[config.mk]
export PLATFORM = sky130hd
export DESIGN_NAME = vga_pattern_gen
export DESIGN_NICKNAME = d
export VERILOG_FILES = /design/src/rtl/vga_pkg.sv /design/src/rtl/vga_pattern_lut.sv /design/src/rtl/vga_pattern_gen.sv
export SDC_FILE = /design/constraint.sdc
export NUM_CORES = 1
export LEC_CHECK = 0
export CORE_MARGIN = 1.5
export CORE_UTILIZATION = 45
export CTS_CLUSTER_SIZE = 30
export DETAILED_ROUTE_END_ITERATION = 8
export PLACE_DENSITY = 0.77
export SYNTH_ARGS = -nofsm -noshare
export SYNTH_HDL_FRONTEND = slang
export SYNTH_HIERARCHICAL = 1
export SYNTH_SLANG_ARGS = --single-unit
[constraint.sdc]
create_clock -name clk_vga -period 3 [get_ports clk_vga]
set_clock_uncertainty 0.05 [all_clocks]
set_input_delay 0.45 -clock clk_vga [delete_from_list [all_inputs] [get_ports clk_vga]]
set_output_delay 0.45 -clock clk_vga [all_outputs]
set_load 0.01 [all_outputs]
[src/rtl/vga_pkg.sv]
// Shared types and constants for the VGA test-pattern generator.
package vga_pkg;

    typedef enum logic [1:0] {
        MODE_BARS     = 2'd0,
        MODE_CHECKER  = 2'd1,
        MODE_GRADIENT = 2'd2,
        MODE_SOLID    = 2'd3
    } mode_e;

    localparam int RGB_W = 12;

    // Entry i is the colour of bar i, counting from the left edge of the screen.
    localparam logic [7:0][RGB_W-1:0] BAR_COLOURS = {
        12'h000, 12'h00F, 12'hF00, 12'hF0F,
        12'h0F0, 12'h0FF, 12'hFF0, 12'hFFF
    };

endpackage

[src/rtl/vga_pattern_lut.sv]
// Combinational colour selection for one pixel given the active pattern.
// No state; the caller decides visibility and registers the result.
module vga_pattern_lut
    import vga_pkg::*;
#(
    parameter int BAR_WIDTH  = 80,
    parameter int CHECK_LOG2 = 5
) (
    input  logic [1:0]       mode_i,
    input  logic [9:0]       hc_i,
    input  logic [9:0]       vc_i,
    input  logic [7:0]       frame_cnt_i,
    input  logic [RGB_W-1:0] solid_i,
    output logic [RGB_W-1:0] rgb_o
);

    logic [9:0] bar_div;
    logic [2:0] bar_idx;
    logic [3:0] grad_r;
    logic       vc_unused;

    assign bar_div   = hc_i / 10'(BAR_WIDTH);
    assign bar_idx   = (bar_div > 10'd7) ? 3'd7 : bar_div[2:0];
    assign grad_r    = hc_i[9:6] + frame_cnt_i[3:0];
    assign vc_unused = ^vc_i;

    always_comb begin
        rgb_o = '0;
        case (mode_e'(mode_i))
            MODE_BARS:     rgb_o = BAR_COLOURS[bar_idx];
            MODE_CHECKER:  rgb_o = (hc_i[CHECK_LOG2] ^ vc_i[CHECK_LOG2]) ? 12'hFFF : 12'h000;
            MODE_GRADIENT: rgb_o = {grad_r, vc_i[8:5], frame_cnt_i[7:4]};
            MODE_SOLID:    rgb_o = solid_i;
            default:       rgb_o = '0;
        endcase
    end

endmodule

[src/rtl/vga_pattern_gen.sv]
// Test-pattern generator behind a 640x480 timing driver: bars, checker, gradient, solid.
// rgb/hs/vs lag their inputs by two clk_vga cycles; mode and solid colour change only on vs falling.
module vga_pattern_gen
    import vga_pkg::*;
#(
    parameter int BAR_WIDTH  = 80,
    parameter int CHECK_LOG2 = 5
) (
    input  logic             clk_vga,
    input  logic             rst,
    input  logic             hs_in,
    input  logic             vs_in,
    input  logic [9:0]       hc_visible,
    input  logic [9:0]       vc_visible,
    input  logic             mode_step,
    input  logic [RGB_W-1:0] solid_rgb,
    output logic             hs,
    output logic             vs,
    output logic [RGB_W-1:0] rgb,
    output logic [1:0]       mode,
    output logic [7:0]       frame_cnt
);

    mode_e            mode_q, mode_d;
    logic [7:0]       frame_cnt_q, frame_cnt_d;
    logic             pend_q, pend_d;
    logic [RGB_W-1:0] solid_q, solid_d;
    logic             vs_prev_q;
    logic             frame_edge;

    logic [9:0]       hc_s1_q, vc_s1_q;
    logic             vis_s1_q, hs_s1_q, vs_s1_q;
    logic [1:0]       mode_s1_q;
    logic [7:0]       frame_cnt_s1_q;
    logic [RGB_W-1:0] solid_s1_q;

    logic [RGB_W-1:0] lut_rgb, rgb_d;
    logic [RGB_W-1:0] rgb_q;
    logic             hs_q, vs_q;

    assign frame_edge = vs_prev_q & ~vs_in;

    // Step requests are remembered until the next frame edge, so several pulses collapse to one step.
    always_comb begin
        mode_d      = mode_q;
        frame_cnt_d = frame_cnt_q;
        pend_d      = pend_q | mode_step;
        solid_d     = solid_q;
        if (frame_edge) begin
            frame_cnt_d = frame_cnt_q + 8'd1;
            solid_d     = solid_rgb;
            pend_d      = 1'b0;
            if (pend_q | mode_step) begin
                mode_d = mode_e'(mode_q + 2'd1);
            end
        end
    end

    vga_pattern_lut #(
        .BAR_WIDTH  (BAR_WIDTH),
        .CHECK_LOG2 (CHECK_LOG2)
    ) u_lut (
        .mode_i      (mode_s1_q),
        .hc_i        (hc_s1_q),
        .vc_i        (vc_s1_q),
        .frame_cnt_i (frame_cnt_s1_q),
        .solid_i     (solid_s1_q),
        .rgb_o       (lut_rgb)
    );

    assign rgb_d = vis_s1_q ? lut_rgb : '0;

    // Stage 1 snapshots the control registers with the pixel so all fields switch on the same pixel.
    always_ff @(posedge clk_vga) begin
        if (rst) begin
            mode_q         <= MODE_BARS;
            frame_cnt_q    <= '0;
            pend_q         <= 1'b0;
            solid_q        <= '0;
            vs_prev_q      <= 1'b1;
            hc_s1_q        <= '0;
            vc_s1_q        <= '0;
            vis_s1_q       <= 1'b0;
            hs_s1_q        <= 1'b1;
            vs_s1_q        <= 1'b1;
            mode_s1_q      <= '0;
            frame_cnt_s1_q <= '0;
            solid_s1_q     <= '0;
            rgb_q          <= '0;
            hs_q           <= 1'b1;
            vs_q           <= 1'b1;
        end else begin
            mode_q         <= mode_d;
            frame_cnt_q    <= frame_cnt_d;
            pend_q         <= pend_d;
            solid_q        <= solid_d;
            vs_prev_q      <= vs_in;
            hc_s1_q        <= hc_visible;
            vc_s1_q        <= vc_visible;
            vis_s1_q       <= (hc_visible != 10'd0) && (vc_visible != 10'd0);
            hs_s1_q        <= hs_in;
            vs_s1_q        <= vs_in;
            mode_s1_q      <= mode_q;
            frame_cnt_s1_q <= frame_cnt_q;
            solid_s1_q     <= solid_q;
            rgb_q          <= rgb_d;
            hs_q           <= hs_s1_q;
            vs_q           <= vs_s1_q;
        end
    end

    assign rgb       = rgb_q;
    assign hs        = hs_q;
    assign vs        = vs_q;
    assign mode      = mode_q;
    assign frame_cnt = frame_cnt_q;

endmodule

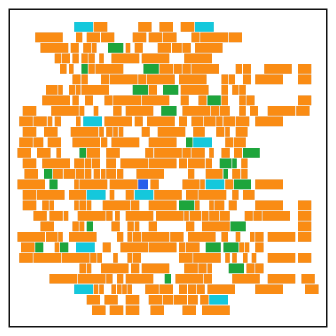
Figure 1: run 1, drive-strength map.
Key: orange = _0 and _1 cells [cells 318, most used dfxtp_1]; cyan = _6 and larger [cells 10, most used clkbuf_8]; green = _2 cells [cells 25, most used mux2_2]; blue = _3 and _4 cells [cells 1, most used buf_4]
area grow syn2layout: 27.1%
final setup margin: 1.11 ns
fin area: 3560 um^2

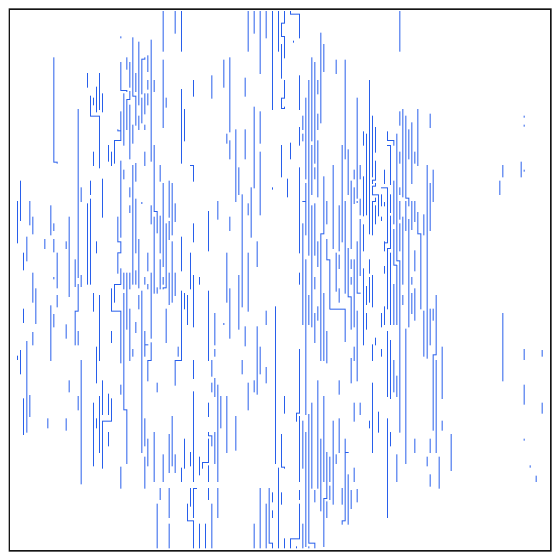
Figure 2: run 1, the metal 2 layer.
309 nets have wire on it. The wires run mostly vertical. The layer carries 2630 um of wire. The layer holds 48% of the routed length.
Post-Route WL: 5530 um
grt met2 use: 29.0%
vias post-DR: 2150

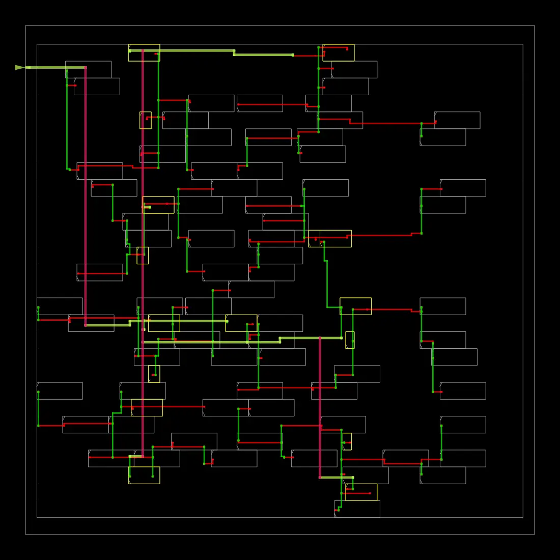
Figure 3: run 1, clock wiring as the flow saved it.
clock buf count: 12
Clk power: 653 uW

==> summary.txt, run 1 <==
impl run done, here's what came out: TritonRoute pass-1 iters 4, unrepaired setup endpoints after global routing no, Setup crit start kind register, Pwr Density around 530 nW/um^2, worst r2r src hc_s1_q[6]$_SDFF_PP0_, number of routed nets with antenna violations 0, dpl ws around 0.85 ns, clock tree buffer depth 2, hold path depth 1, OpenROAD warning count 26, met1 Use GR 22.1%, worst r2r path cells 7, CP Capture Type register, Clock transition at path regs 0.07 ns, Top Ports approximately 61, CTS root buf clkbuf_8, logic area 1230 um^2, Synth Net Count between 300 and 400, Cell Count, Final, Fillers Out 429, largest net degree at the start of global routing 38, total grt overflow 0, Final Wtd Congestion roughly 0.80, core occupancy in the finished layout around three fifths, metal2 WL 2630 um, Vert. Die Dim roughly 82 um, Worst Tran Pin Value between 0.6 and 0.7 ns, number of max-cap violations 0, max_slew headroom between 50% and 60%, placed insts between 400 and 500, routed vias/inst about 5, cells after synthesis roughly 300, Highest Signal Layer met4, n_diodes 0, fill count approximately 520, core box area approximately 6000 um^2, Tmin final 1.89 ns, Slew Limit Fails 0, DRT met1 WL between 2000 and 2500 um, Post-Syn Area per Cell approximately 9.5 um^2, FF-to-FF End rgb[10]$_SDFF_PP0_, busiest grt layer met2, status finished clean, first-pass GRT wire length 9090 um, initial antenna violation count 0, total setup buffers inserted after CTS 0, layout cells sized above 1 10.2%, met3 wire length approximately 300 um, final hold violations 0, FP Rows 28, Fin Setup TNS 0 ns, R2R setup slack about 1.1 ns, Top Family by Delay on Critical Path adder cells, port buffer count about 60, Max FO, Critical Path 10, PostCTS Resize Cnt 0, CP max stage delay about 0.54 ns, Syn. warnings 6, hold_sp hs_s1_q$_SDFF_PP1_, CTS Sinks 72
## run 1: power breakdown
part	switching [mW]	internal (mW)	total, mW
Combinational	0.0837	0.123	0.206
Sequential	0.0302	0.998	1.03
Clock	0.336	0.317	0.653
## run 1: cell usage in the layout, fill, tap and decap left out, drive strengths merged, types with 2 or more instances in the layout
| cell type | instances |
|---|---|
| nor3 | 4 |
| inv | 7 |
| clkdlybuf4s50 | 59 |
| mux2 | 10 |
| o22ai | 2 |
| or2 | 4 |
| nor2 | 8 |
| a21o | 3 |
| or3 | 6 |
| nor2b | 31 |
| dfxtp | 72 |
| nand4b | 3 |
| or4 | 5 |
| nor3b | 2 |
| a21oi | 26 |
| nor4 | 2 |
| xor2 | 2 |
| nand2b | 2 |
| clkbuf | 12 |
| clkinv | 4 |
| xnor2 | 4 |
| buf | 2 |
| nand3 | 3 |
| and3 | 2 |
| and2 | 12 |
| nand2 | 37 |
| ha | 4 |
| o21ai | 12 |
## run 1: cell type report
cell class / instances / area share [%]
clock inverter: 4 / 0.562
sequential: 72 / 40.5
tap: 75 / 2.64
inverter: 7 / 0.738
clock buffer: 12 / 4.08
timing repair buffer: 61 / 16.9
multi-input combinational: 198 / 34.6
## run 1: how the worst max path moves through the flow
stage | from | end | cells past startpoint
floorplan | hc_s1_q[7]$_SDFF_PP0_ | rgb[10]$_SDFF_PP0_ | 6
global placement | vs_in | mode[1]$_SDFFE_PP0P_ | 4
detailed placement | vs_in | mode[1]$_SDFFE_PP0P_ | 4
CTS | frame_cnt[0]$_SDFFE_PP0P_ | frame_cnt[0] | 1
global route | hc_s1_q[6]$_SDFF_PP0_ | rgb[10]$_SDFF_PP0_ | 7
finish | hc_s1_q[6]$_SDFF_PP0_ | rgb[10]$_SDFF_PP0_ | 7
==> inputs of run 2 (changes only) <==
==> constraint.sdc (replaced) <==
create_clock -name clk_vga -period 1.8 [get_ports clk_vga]
set_clock_uncertainty 0.05 [all_clocks]
set_input_delay 0.27 -clock clk_vga [delete_from_list [all_inputs] [get_ports clk_vga]]
set_output_delay 0.27 -clock clk_vga [all_outputs]
set_load 0.01 [all_outputs]
==> run 2 against run 1 <==
Global-route usage is 0.16 points lower. Cell count up 2.6%. Largest power group unchanged. Register-to-register slack lost 1.0 ns. Critical path depth is 1 lower. Combinational power increased by about 80%. Routed wire length grew 1.2%. Hold slack worse by 0.13 ns. Utilization up 2.4 points. Setup slack got worse by 1.0 ns. Sequential cell count unchanged. Via count up 1.3%. Clock power up 110%.
==> summary.txt, run 2 <==
impl run done, here's what came out: DIE WIDTH between 80 and 90 um, Max FO, Critical Path 6, number of max-cap violations 0, dpl ws -0.113 ns, CTS root buf clkbuf_8, TritonRoute pass-1 iters 4, OpenROAD warning count 26, critical path type reg -> reg, largest net degree at the start of global routing 25, max_slew headroom around three quarters, total setup buffers inserted after CTS 0, hold crit path type in -> reg, number of routed nets with antenna violations 0, Synth Net Count 338, Iteration-0 DRC Markers between 80 and 90, n_diodes 0, unrepaired setup endpoints after global routing no, R2R setup slack a little over 0.08 ns, Tmin final ~1.7 ns, PostCTS Resize Cnt 0, Slew Limit Fails 0, cycle use final 95.5%, layout cells sized above 1 between 10% and 20%, clock tree buffer depth 2, WP buf/inv 1, total grt overflow 0, Final Wtd Congestion approximately 0.77, Clock transition at path regs about 0.070 ns, port buffer count 60, FP Core Util about 47%, Vert. Die Dim just over 80 um, most numerous logic cell after layout dfxtp_1, grt met2 use between 30% and 40%, cells after synthesis 296, Top Layout Cells dfxtp_1, clkdlybuf4s50_1, nand2_1, vias in the first global route about 2100, FP Rows 28, busiest grt layer met2, CP max stage delay between 0.3 and 0.4 ns, Leak 1.42 nW, CTS Sinks 72, Cell Count, Final, Fillers Out 440, Die Area approximately 6700 um^2, status finished clean, gr usage total 18.4%, Top Ports approximately 61, Pwr Density between 900 and 1000 nW/um^2, first-pass GRT wire length 9030 um, CTS Buf Count 9, Worst Tran Pin Value about 0.39 ns, Syn. warnings 6, Worst IR Drop VDD ~690 uV, core box area 5960 um^2, core occupancy in the finished layout 62.1%, met1 Use GR approximately a fifth, CP Capture Type register, initial antenna violation count 0, placed insts ~420, Final setup viols 0, final hold violations 0, routed vias/inst 4.95, Setup crit start kind register, Post-Syn Area per Cell ~9.5 um^2, Top Family by Delay on Critical Path AND-OR/OR-AND gates
## run 2: metal layers
layer	routed length (um)	share of wire, %
met5	0	0
met4	110	2.0
met3	285	5.1
met2	2770	50
met1	2430	43
## run 2: path summary, 6_finish.rpt
| kind | startpoint | end | cells past startpoint |
|---|---|---|---|
| setup / recovery | hc_s1_q[7]$_SDFF_PP0_ | rgb[11]$_SDFF_PP0_ | 6 |
| hold / removal | rst | frame_cnt_s1_q[6]$_SDFF_PP0_ | 2 |
| setup reg to reg | hc_s1_q[7]$_SDFF_PP0_ | rgb[11]$_SDFF_PP0_ | 6 |
| hold reg to reg | hs_s1_q$_SDFF_PP1_ | hs$_SDFF_PP1_ | 1 |
## run 2: through the flow
step                      power [mW]  setup TNS (ns)
after floorplan                 1.94               0
after global placement          2.10         -0.0923
final                           3.47               0
after CTS                       3.51               0
after global routing            3.62               0
after detailed placement        2.11          -0.113
## run 2: power by group
group	internal [mW]	leakage [nW]	total (mW)	switching [mW]
Sequential	1.66	0.591	1.70	0.0410
Clock	0.815	0.106	1.40	0.580
Combinational	0.218	0.723	0.371	0.153
## run 2: area by class of cell
cell class              count  area [um^2]
inverters                   7         26.3
clock inverters             5         80.1
multi-input cells         198         1230
fillers                   495         2260
flip-flops and latches     72         1440
clock buffers              11          141
repair buffers             72          686
well taps                  75         93.8
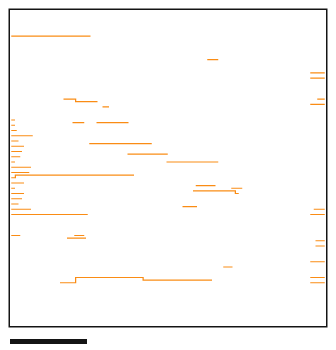
Figure 4: run 2, met3 routing.
The bar under the picture is 20 um long.
The layer holds 5.1% of the routed length. 39 nets have wire on it. The longest straight run is 30.6 um.
vias post-DR: 2179
Post-Route WL: 5600 um
GR Util met3: 7.00%

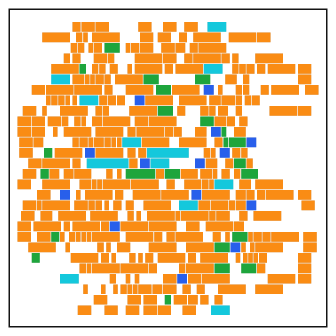
Figure 5: run 2, drive-strength map.
Key: cyan = _6 and larger [cells 12, most used clkbuf_8]; orange = _0 and _1 cells [cells 316, most used dfxtp_1]; green = _2 cells [cells 23, most used mux2_2]; blue = _3 and _4 cells [cells 14, most used buf_4]
final setup margin: 0.0808 ns
fin area: 3700 um^2
Buffers, non-clock: 72
area grow syn2layout: 32.1%

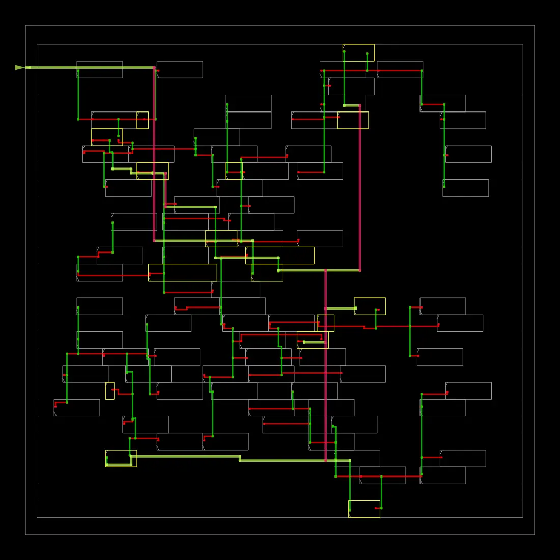
Figure 6: run 2, clock wiring as the flow saved it.
Clk power: 1.40 mW
registers: 72

No activity file was given, so power comes from the tool's default toggle rates.
